[config.mk]
export PLATFORM = sky130hd
export DESIGN_NAME = key_conditioner
export DESIGN_NICKNAME = d
export VERILOG_FILES = /design/src/rtl/key_pkg.sv /design/src/rtl/key_channel.sv /design/src/rtl/key_conditioner.sv
export SDC_FILE = /design/constraint.sdc
export NUM_CORES = 1
export LEC_CHECK = 0
export ABC_AREA = 1
export CAP_MARGIN = 20
export CORE_ASPECT_RATIO = 1.4
export CORE_MARGIN = 8
export CORE_UTILIZATION = 63
export CTS_CLUSTER_SIZE = 28
export DETAILED_ROUTE_END_ITERATION = 10
export PLACE_DENSITY = 0.8
export SETUP_SLACK_MARGIN = 0.4
export SLEW_MARGIN = 10
export SYNTH_ARGS = -nofsm -noshare
export SYNTH_HDL_FRONTEND = slang
export SYNTH_SLANG_ARGS = --single-unit
[constraint.sdc]
create_clock -name clk -period 1.9 [get_ports clk]
set_input_delay 0.38 -clock clk [delete_from_list [all_inputs] [get_ports clk]]
set_output_delay 0.38 -clock clk [all_outputs]
set_load 0.005 [all_outputs]
[src/rtl/key_pkg.sv]
// key_pkg
// Shared definitions for the key conditioner: repeat-FSM state encoding,
// default timing constants for a 50 MHz system clock, a reduced constant set
// that keeps simulations short, and a counter-width helper.
package key_pkg;

  typedef enum logic [1:0] {
    IDLE   = 2'd0,
    DELAY  = 2'd1,
    REPEAT = 2'd2
  } rep_state_t;

  // 50 MHz defaults: 10 ms debounce, 0.5 s repeat delay, 0.12 s repeat period.
  localparam int DEF_DEBOUNCE_CYCLES = 500000;
  localparam int DEF_REPEAT_DELAY    = 25000000;
  localparam int DEF_REPEAT_PERIOD   = 6000000;

  // Short constants for simulation.
  localparam int SIM_DEBOUNCE_CYCLES = 4;
  localparam int SIM_REPEAT_DELAY    = 10;
  localparam int SIM_REPEAT_PERIOD   = 3;

  // Width of a counter that must reach n-1; never narrower than one bit.
  function automatic int cnt_width(input int n);
    return (n < 2) ? 1 : $clog2(n);
  endfunction

  function automatic int max_int(input int a, input int b);
    return (a > b) ? a : b;
  endfunction

endpackage

[src/rtl/key_channel.sv]
// key_channel
// One key: two-flop synchroniser, debouncer and hold-to-repeat FSM.
// Ports:
//   clk           system clock
//   rst           synchronous active-high reset
//   key_n         raw active-low button, asynchronous
//   pressed       debounced level, 1 = held
//   key_pulse     one-cycle pulse per accepted press and per auto-repeat
//   release_pulse one-cycle pulse per accepted release
module key_channel
  import key_pkg::*;
#(
  parameter int DEBOUNCE_CYCLES = DEF_DEBOUNCE_CYCLES,
  parameter int REPEAT_DELAY    = DEF_REPEAT_DELAY,
  parameter int REPEAT_PERIOD   = DEF_REPEAT_PERIOD,
  parameter int REPEAT_EN       = 1
) (
  input  logic clk,
  input  logic rst,
  input  logic key_n,
  output logic pressed,
  output logic key_pulse,
  output logic release_pulse
);

  localparam int DW = cnt_width(DEBOUNCE_CYCLES);
  localparam int RW = cnt_width(max_int(REPEAT_DELAY, REPEAT_PERIOD));
  localparam logic [DW-1:0] DEB_LAST    = DW'(DEBOUNCE_CYCLES - 1);
  localparam logic [RW-1:0] DELAY_LAST  = RW'(REPEAT_DELAY - 1);
  localparam logic [RW-1:0] PERIOD_LAST = RW'(REPEAT_PERIOD - 1);

  logic          r_sync1;
  logic          r_sync2;
  logic          r_pressed;
  logic [DW-1:0] r_cnt;
  logic          w_s;

  // Synchronised key, active-high.
  assign w_s = ~r_sync2;

  // Synchroniser and debouncer. The count only advances while the sampled
  // level differs from the accepted one, so any bounce back clears it.
  always_ff @(posedge clk) begin
    if (rst) begin
      r_sync1   <= 1'b1;
      r_sync2   <= 1'b1;
      r_cnt     <= '0;
      r_pressed <= 1'b0;
    end else begin
      r_sync1 <= key_n;
      r_sync2 <= r_sync1;
      if (w_s == r_pressed) begin
        r_cnt <= '0;
      end else if (r_cnt == DEB_LAST) begin
        r_pressed <= w_s;
        r_cnt     <= '0;
      end else begin
        r_cnt <= r_cnt + DW'(1);
      end
    end
  end

  rep_state_t    r_state;
  rep_state_t    w_state_next;
  logic [RW-1:0] r_rcnt;
  logic [RW-1:0] w_rcnt_next;
  logic          r_key_pulse;
  logic          w_key_pulse_next;
  logic          r_release_pulse;
  logic          w_release_pulse_next;

  always_ff @(posedge clk) begin
    if (rst) begin
      r_state         <= IDLE;
      r_rcnt          <= '0;
      r_key_pulse     <= 1'b0;
      r_release_pulse <= 1'b0;
    end else begin
      r_state         <= w_state_next;
      r_rcnt          <= w_rcnt_next;
      r_key_pulse     <= w_key_pulse_next;
      r_release_pulse <= w_release_pulse_next;
    end
  end

  // Release wins over any repeat match landing in the same cycle. In IDLE a
  // high debounced level can only mean a fresh press, since every fall
  // returns the FSM to IDLE.
  always_comb begin
    w_state_next         = r_state;
    w_rcnt_next          = r_rcnt;
    w_key_pulse_next     = 1'b0;
    w_release_pulse_next = 1'b0;
    if (r_state != IDLE && !r_pressed) begin
      w_release_pulse_next = 1'b1;
      w_state_next         = IDLE;
      w_rcnt_next          = '0;
    end else begin
      case (r_state)
        IDLE: begin
          if (r_pressed) begin
            w_key_pulse_next = 1'b1;
            w_rcnt_next      = '0;
            w_state_next     = DELAY;
          end
        end
        DELAY: begin
          // Without auto-repeat the FSM parks here with the counter idle.
          if (REPEAT_EN != 0) begin
            if (r_rcnt == DELAY_LAST) begin
              w_key_pulse_next = 1'b1;
              w_rcnt_next      = '0;
              w_state_next     = REPEAT;
            end else begin
              w_rcnt_next = r_rcnt + RW'(1);
            end
          end
        end
        REPEAT: begin
          if (r_rcnt == PERIOD_LAST) begin
            w_key_pulse_next = 1'b1;
            w_rcnt_next      = '0;
          end else begin
            w_rcnt_next = r_rcnt + RW'(1);
          end
        end
        default: begin
          w_state_next = IDLE;
          w_rcnt_next  = '0;
        end
      endcase
    end
  end

  assign pressed       = r_pressed;
  assign key_pulse     = r_key_pulse;
  assign release_pulse = r_release_pulse;

endmodule

[src/rtl/key_conditioner.sv]
// key_conditioner
// Turns raw active-low push-buttons into clean clock-synchronous events:
// debounced levels, press/auto-repeat pulses and release pulses. Channels are
// independent copies of key_channel.
// Ports:
//   clk           system clock
//   rst           synchronous active-high reset
//   key_n         raw buttons [NUM_KEYS], active-low, asynchronous
//   pressed       debounced levels [NUM_KEYS], 1 = held
//   key_pulse     press / auto-repeat pulses [NUM_KEYS]
//   release_pulse release pulses [NUM_KEYS]
module key_conditioner
  import key_pkg::*;
#(
  parameter int NUM_KEYS        = 3,
  parameter int DEBOUNCE_CYCLES = DEF_DEBOUNCE_CYCLES,
  parameter int REPEAT_DELAY    = DEF_REPEAT_DELAY,
  parameter int REPEAT_PERIOD   = DEF_REPEAT_PERIOD,
  parameter int REPEAT_EN       = 1
) (
  input  logic                clk,
  input  logic                rst,
  input  logic [NUM_KEYS-1:0] key_n,
  output logic [NUM_KEYS-1:0] pressed,
  output logic [NUM_KEYS-1:0] key_pulse,
  output logic [NUM_KEYS-1:0] release_pulse
);

  generate
    for (genvar gi = 0; gi < NUM_KEYS; gi++) begin : g_key
      key_channel #(
        .DEBOUNCE_CYCLES(DEBOUNCE_CYCLES),
        .REPEAT_DELAY   (REPEAT_DELAY),
        .REPEAT_PERIOD  (REPEAT_PERIOD),
        .REPEAT_EN      (REPEAT_EN)
      ) u_channel (
        .clk          (clk),
        .rst          (rst),
        .key_n        (key_n[gi]),
        .pressed      (pressed[gi]),
        .key_pulse    (key_pulse[gi]),
        .release_pulse(release_pulse[gi])
      );
    end
  endgenerate

endmodule

**Run 1: met1 routing**

The bar under the picture is 20 um long. Supply wires on this layer in grey.
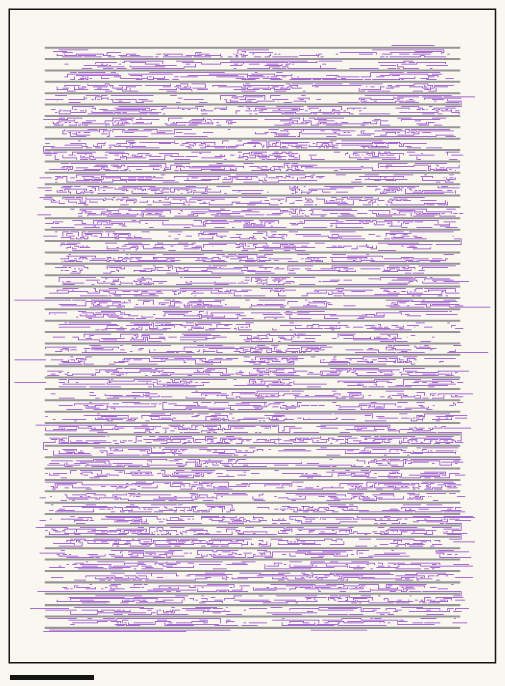
The wires run mostly horizontal. The longest straight run is 43.2 um. 1384 nets have wire on it. The layer carries 12500 um of wire.

**Run 1: signal wires on met2**

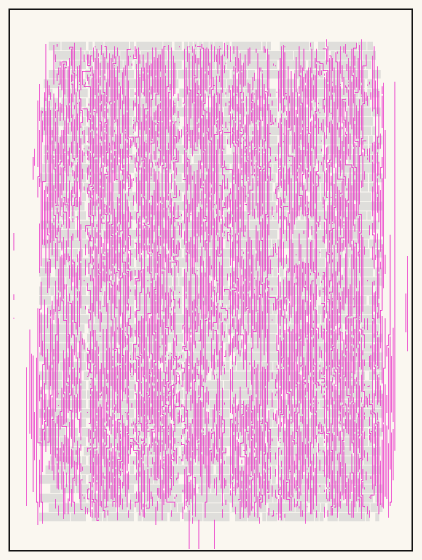
The longest straight run is 106 um. The wires run mostly vertical. The layer holds 47% of the routed length. The layer carries 18600 um of wire.
Global Route met2 Usage: 50.0%
WL final: 39300 um

**Run 1: M3 wires**

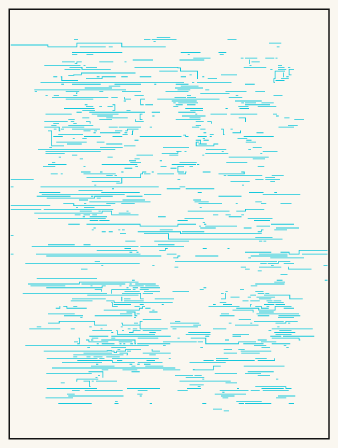
379 nets have wire on it. The wires run mostly horizontal. The longest straight run is 52.0 um. The layer holds 11% of the routed length.
met3 Use GR: 5.39%
routed via count: 10900

**Run 1: M4 wires**

The bar under the picture is 20 um long. Supply wires on this layer in grey.
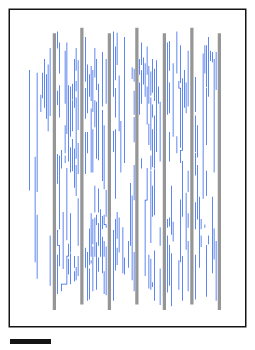
182 nets have wire on it. The layer holds 10% of the routed length. The layer carries 3970 um of wire.

==> summary.txt, run 1 <==
impl run done, here's what came out: Avg WL per Cell 24.2 um, Unique cell types 45, final critical-path setup slack -0.0453 ns, Pleak 0.00491 uW, post-synth area from yosys stat 0.00881 mm^2, buffer share of cell area 11.8%, critical path capture point type register, Inst Count DP 1484, status complete, but fails checks, crit share post-route 102%, Main power group clock, Multi-In Gates 933, Antenna Nets Post-Route 0, fin area roughly 0.013 mm^2, Syn Inst Count around 1300, Port Buf Inserts 13, Final setup viols 2, layout cells sized above 1 42.2%, FMAX 0.514 GHz, largest family of logic cells by area simple AND/OR/NAND/NOR gates, Mapped Nets 1313, failing checks negative setup slack, invs w/o clock 166, Logic pwr share 4.5%, vias per cell around 6.7, PD cells 544 mW/mm^2, Final TNS setup -0.0850 ns
run 1: routing by layer:
metal	global-route usage, %	wire length (um)	vias to the layer above
met3	5.39	4220	449
li1	-	-	4456
met5	0	0	-
met4	18.2	3970	0
met2	50.0	18600	1043
met1	29.5	12500	4979
run 1: stage by stage:
stage / hold slack [ns] / setup WS (ns)
after floorplan: 0.389 / 0.401
after CTS: 0.410 / 0.278
after detailed placement: 0.398 / -0.0154
after global placement: 0.394 / 0.00757
after global routing: 0.434 / -0.137
final: 0.422 / -0.0453
run 1: critical path, stage by stage, from the launching register on:
cell and delay [ns]:
dfxtp_1 0.46, nand2_1 0.13, nor2_1 0.44, nand3_1 0.19, o21ai_0 0.33, nand2_1 0.14
nand3_2 0.10, a21oi_2 0.06
run 1: synthesized netlist by cell type (all sizes together):
master,number,area share [%]
a31oi,3,0.21
nand2,289,13
or2,9,0.64
nor2,163,7.9
dfxtp,153,35
buf,32,2.5
nand4,33,2.3
a211oi,2,0.17
nor3,40,2.8
o211ai,1,0.085
o221ai,1,0.099
nand3b,14,1.2
ha,18,2.6
clkinv,1,0.043
nand3,133,8.1
o22ai,1,0.071
a41oi,1,0.099
o2111ai,2,0.20
inv,164,7.0
o21ai,25,1.5
xnor2,13,1.3
a31o,1,0.099
a21o,2,0.17
clkbuf,14,0.61
xor2,52,5.2
and3,1,0.071
a21oi,101,5.7
nor4,9,0.64
nor3b,12,1.1
run 1: flip-flops by register name, summed over array words and instances (netlist names):
name                           flops
g_key.u_channel.pressed            3
g_key.u_channel.r_rcnt            75
g_key.u_channel.release_pulse      3
g_key.u_channel.key_pulse          3
g_key.u_channel.r_state            6
g_key.u_channel.r_sync2            3
g_key.u_channel.r_sync1            3
g_key.u_channel.r_cnt             57
==> run 1 -> run 2 <==
Settings changed: GPL_TIMING_DRIVEN from default to 1.
**Run 2: met1 routing**

The bar under the picture is 20 um long. Supply wires on this layer in grey.
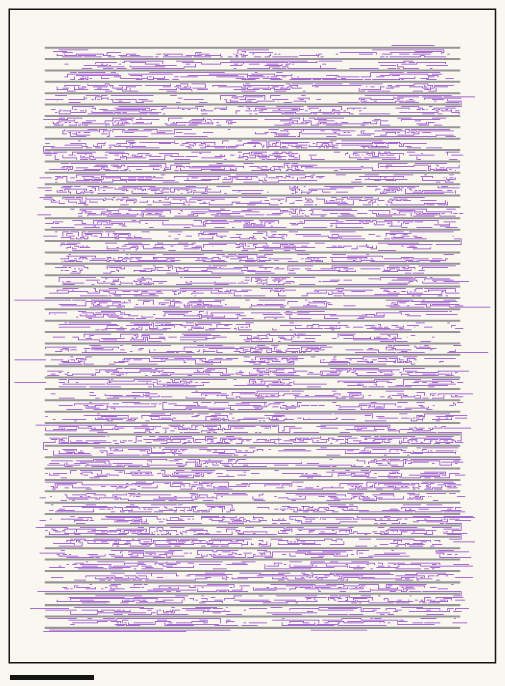
The longest straight run is 43.2 um. The layer carries 12500 um of wire. 1384 nets have wire on it. The layer holds 32% of the routed length. The wires run mostly horizontal.

**Run 2: M4 wires**

The bar under the picture is 20 um long. Supply wires on this layer in grey.
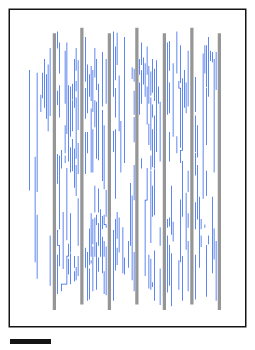

==> run 2 against run 1 <==
Against the previous run:
- the flow still finishes with violations (negative setup slack)
- routed wire length unchanged
- critical path depth unchanged
- synthesized cell count unchanged
- sequential cell count unchanged
- sequential power hardly changed
- clock-buffer cell count did not move
- critical path type unchanged
- highest routed layer unchanged
==> summary.txt, run 2 <==
impl run done, here's what came out: Avg WL per Cell 24.2 um, Dominant cell area share 34.8%, EDFF count, synth 0, Global Route met2 Usage 50.0%, busiest grt layer met2, FMAX 0.514 GHz, status complete, but fails checks, GR Util met1 29.5%, met3 Use GR 5.39%, routed via count ~11000, Unique cell types 45, crit share post-route 102%, top-count cell post-synth nand2_1, Mapped Nets 1313, max reg flops 75, WL final 39300 um, critical path capture point type register, fin area 0.0128 mm^2, Place WS -0.0154 ns, cell taking the most area after synthesis dfxtp_1, Final setup viols 2, met3 routed WL 4220 um, most frequent cells after synthesis nand2_1 (274), inv_1 (162), dfxtp_1 (153), final critical-path setup slack -0.0453 ns, Metal-1 WL 12500 um, Final TNS setup -0.0850 ns, biggest regs g_key.u_channel.r_rcnt: 75 flops, g_key.u_channel.r_cnt: 57 flops, g_key.u_channel.r_state: 6 flops, Biggest register g_key.u_channel.r_rcnt, DR WL met2 18600 um, Min Hold Slack about 0.42 ns, Inst Count DP between 1000 and 1500, Dominant flop cell dfxtp_1, Pleak a little under 0.005 uW, Async S/R FF share, synth 0%, post-synth area from yosys stat 0.00881 mm^2, synth top area cells dfxtp_1 (35%), nand2_1 (12%), nand3_1 (7.0%), failing checks negative setup slack
run 2: cell counts after synthesis:
Identical to the previous run, type by type.
run 2: report_power, final:
group	total (uW)	internal [uW]	leakage [uW]	switching, uW
Clock	3450	2000	0.000277	1450
Sequential	3200	3190	0.00128	11.5
Combinational	316	109	0.00335	208
run 2: logic make-up after synthesis:
group,Yosys count
AND/OR/NAND/NOR,703
buffers and inverters,211
flip-flops,153
AND-OR/OR-AND,140
XOR/XNOR,65
adder cells (fa/ha/maj),18
run 2: what timing repair did:
item | CTS | global route
gates cloned | 12 | 2
gates resized | 242 | 310
buffers inserted | 45 | 48
setup endpoints to repair | 143 | 143
pin swaps | 64 | 107
run 2: path summary, 6_finish.rpt:
kind | startpoint | endpoint | cells past startpoint
max | g_key[1].u_channel.r_rcnt[18] | g_key[1].u_channel.r_rcnt[23] | 7
min | g_key[1].u_channel.r_sync1 | g_key[1].u_channel.r_sync2 | 1
max reg2reg | g_key[1].u_channel.r_rcnt[18] | g_key[1].u_channel.r_rcnt[23] | 7
min reg2reg | g_key[1].u_channel.r_sync1 | g_key[1].u_channel.r_sync2 | 1
run 2: cell type report:
class                      instances  area (um^2)  area share (%)
multi-input combinational        933         6620            51.6
sequential                       153         3230            25.2
timing repair buffer             154         1510            11.8
antenna                            1         2.50          0.0195
tap                              185          231            1.81
inverter                         165          638            4.98
timing repair inverter             1         7.51          0.0586
clock buffer                      25          515            4.02
clock inverter                     6         62.6           0.488
run 2: worst max-delay path: stages, from the launching register on:
cell and delay (ns):
dfxtp_1 0.46, nand2_1 0.13, nor2_1 0.44, nand3_1 0.19, o21ai_0 0.33, nand2_1 0.14
nand3_2 0.10, a21oi_2 0.06
==> run 2 -> run 3 <==
Settings changed: ABC_AREA 1 to default.
==> run 3 against run 2 <==
Against the previous run:
- the flow now stops in 5_1_grt
- synthesized area down 12%
- synthesized cell count down 28%
==> summary.txt, run 3 <==
run metrics: Async S/R FF share, synth 0%, Syn Inst Count 933, Inst Count DP between 1000 and 1500, Post-Synth XOR/XNOR Area 6.69%, Port Buf Inserts 13, EDFF count, synth 0, synthesized cell area approximately 0.0077 mm^2, Dominant cell area share 39.7%, Mapped Nets 956, failing step 5_1_grt, CTS root buffer clkbuf_16, cell taking the most area after synthesis dfxtp_1, GR repair worst EP g_key[2].u_channel.r_rcnt[21]$_SDFFE_PP0N_/D, synth top area cells dfxtp_1 (40%), nor2_1 (5.4%), nand3_1 (5.0%), adder share 2.92%, Dominant flop cell dfxtp_1, flops out of synthesis between 150 and 200, Num CTS Buffers 17, Core Util at FP 63.6%, error msg [ERROR DPL-0038] Utilization greater than 100%, impossible to legalize, status did not finish, largest net degree at the start of global routing 20, I/O pin cnt 14, mux share 0.794%, most frequent cells after synthesis dfxtp_1 (153), nor2_1 (112), nand2_1 (91), top-count cell post-synth dfxtp_1, post-synth area from yosys stat between 0.007 and 0.008 mm^2, Unique cell types 66, largest family of logic cells by area simple AND/OR/NAND/NOR gates, routability cong. 0.906, register area share after synthesis 39.7%, worst endpoint type sequential cell input
-- run 3: cell count changes after synthesis, moves of 13 or more --
cell	previous run	this run
nand2_1	274	91
inv_1	162	25
a21oi_1	101	41
nand3_1	124	77
a31oi_1	3	47
and3_1	1	28
nor2_1	139	112
nor2_2	20	0
nand2b_1	0	16
and4_1	0	15
xor2_1	52	37
nand2_2	13	0
nor3_1	33	20
-- run 3: cells by family after synthesis --
family	after synthesis
XOR/XNOR	59
AND-OR/OR-AND	169
adder cells (fa/ha/maj)	18
AND/OR/NAND/NOR	457
buffers and inverters	71
flip-flops	153
multiplexers	6
-- run 3: repair_timing --
| action | 4_1_cts |
|---|---|
| pin swaps | 109 |
| resized | 248 |
| hold endpoints to repair | 0 |
| buffers inserted | 75 |
| cloned | 14 |
| setup endpoints to repair | 151 |
-- run 3: stage by stage --
step                hold WS [ns]  setup WS, ns
detailed placement         0.400        -0.337
CTS                        0.414       -0.0881
floorplan                  0.389        0.0311
global placement           0.399        -0.255
==> run 3 -> run 4 <==
Settings changed: CORE_ASPECT_RATIO 1.4 to default, CORE_UTILIZATION 63 to 40, CTS_CLUSTER_SIZE 28 to default, PLACE_DENSITY 0.8 to default, PLACE_DENSITY_LB_ADDON from default to 0.15, SETUP_SLACK_MARGIN 0.4 to default.
**Run 4: track usage over the die**

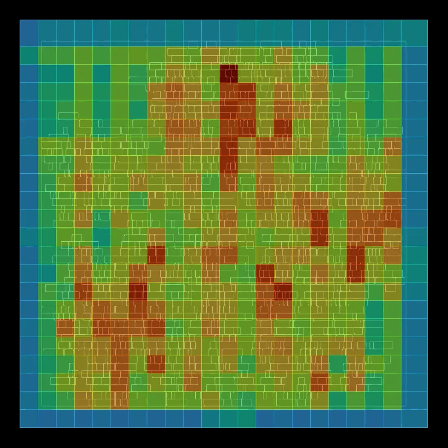
Total GRT Usage: 15.9%
fin util: 56.7%

**Run 4: M3 wires**

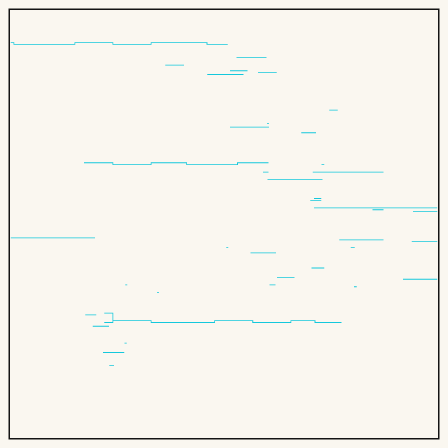
The longest straight run is 44.4 um. The layer holds 2.8% of the routed length. The layer carries 529 um of wire.
routed via count: 7189
met3 Use GR: 3.63%
WL final: 19000 um

==> run 4 against run 3 <==
Against the previous run:
- the run now ends with negative setup slack left
- synthesized area did not move
- synthesized cell count did not move
==> summary.txt, run 4 <==
impl run done, here's what came out: status complete, but fails checks, failing checks negative setup slack, Port Buf Inserts 13, top-count cell post-synth dfxtp_1, CTS root buffer clkbuf_16, P_comb around 140 uW, final critical-path setup slack -0.105 ns, FMAX 0.499 GHz, biggest regs g_key.u_channel.r_rcnt: 75 flops, g_key.u_channel.r_cnt: 57 flops, g_key.u_channel.r_state: 6 flops, Clock group ~3800 uW, most frequent cells after synthesis dfxtp_1 (153), nor2_1 (112), nand2_1 (91), critical path capture point type register, Flop pwr share about 45%, Dominant cell area share approximately two fifths, Main power group clock, Pleak 0.00412 uW, largest net degree at the start of global routing 20, cell taking the most area after synthesis dfxtp_1, I/O pin cnt 14, Mapped Nets roughly 960, Biggest register g_key.u_channel.r_rcnt, Syn Inst Count 933, Net Sw Frac 19.5%, WHS Path Cells 1, register area share after synthesis 39.7%, Dominant flop cell dfxtp_1, PD cells about 660 mW/mm^2, Final setup viols 30, vias per cell around 5, worst stage delay on the critical path 0.39 ns, total stage count of the critical path 8, Clock power frac 53.2%, Logic pwr share roughly 1.9%, Place WS -0.400 ns, crit share post-route 106%, Worst Hold Launch g_key[2].u_channel.r_sync1, NetSw 1400 uW, EDFF count, synth 0, r2r worst-path depth 8, Antenna Nets Post-Route 0, DR WL met2 9180 um, crit path buf inv count 2, Core Util at FP 40.2%, Inst Count DP approximately 1300, busiest grt layer met2, Unique cell types around 66
==> run 4: cell counts after synthesis <==
No cell type changed its count.
==> run 4: how the worst max path moves through the flow <==
stage | startpoint | end | slack (ns)
2_1_floorplan | g_key[2].u_channel.r_rcnt[0] | g_key[2].u_channel.r_rcnt[21] | -0.004
6_report | g_key[1].u_channel.r_rcnt[23] | g_key[1].u_channel.r_rcnt[17] | -0.11
3_5_place_dp | rst | g_key[0].u_channel.r_rcnt[11] | -0.40
3_3_place_gp | rst | g_key[0].u_channel.r_rcnt[5] | -0.40
5_1_grt | g_key[2].u_channel.r_rcnt[24] | g_key[2].u_channel.r_rcnt[10] | -0.21
4_1_cts | g_key[1].u_channel.r_rcnt[23] | g_key[1].u_channel.r_rcnt[17] | -0.09
==> run 4: cell families (layout without fill, tap and decap cells) <==
group	after synthesis	after routing	share of synthesized area (%)
AND/OR/NAND/NOR	457	457	31.0
adder cells (fa/ha/maj)	18	18	2.92
XOR/XNOR	59	59	6.69
AND-OR/OR-AND	169	169	14.1
flip-flops	153	153	39.7
buffers and inverters	71	271	4.80
multiplexers	6	6	0.794
==> run 4: layout make-up <==
cell class | instances | area, um^2 | share of cell area (%)
inverters | 25 | 93.8 | 0.862
well taps | 265 | 332 | 3.05
repair buffers | 215 | 1780 | 16.3
flip-flops and latches | 153 | 3100 | 28.5
multi-input cells | 709 | 4920 | 45.2
clock inverters | 12 | 220 | 2.02
clock buffers | 19 | 443 | 4.07
==> run 4: timing repair <==
| action | 4_1_cts | 5_1_grt |
|---|---|---|
| setup buffers | 13 | 9 |
| gates resized | 67 | 119 |
| pin swaps | 23 | 48 |
| gates cloned | 1 | 3 |
| setup endpoints to repair | 74 | 80 |
Power figures rest on the tool's default switching activity, not on a simulated workload.
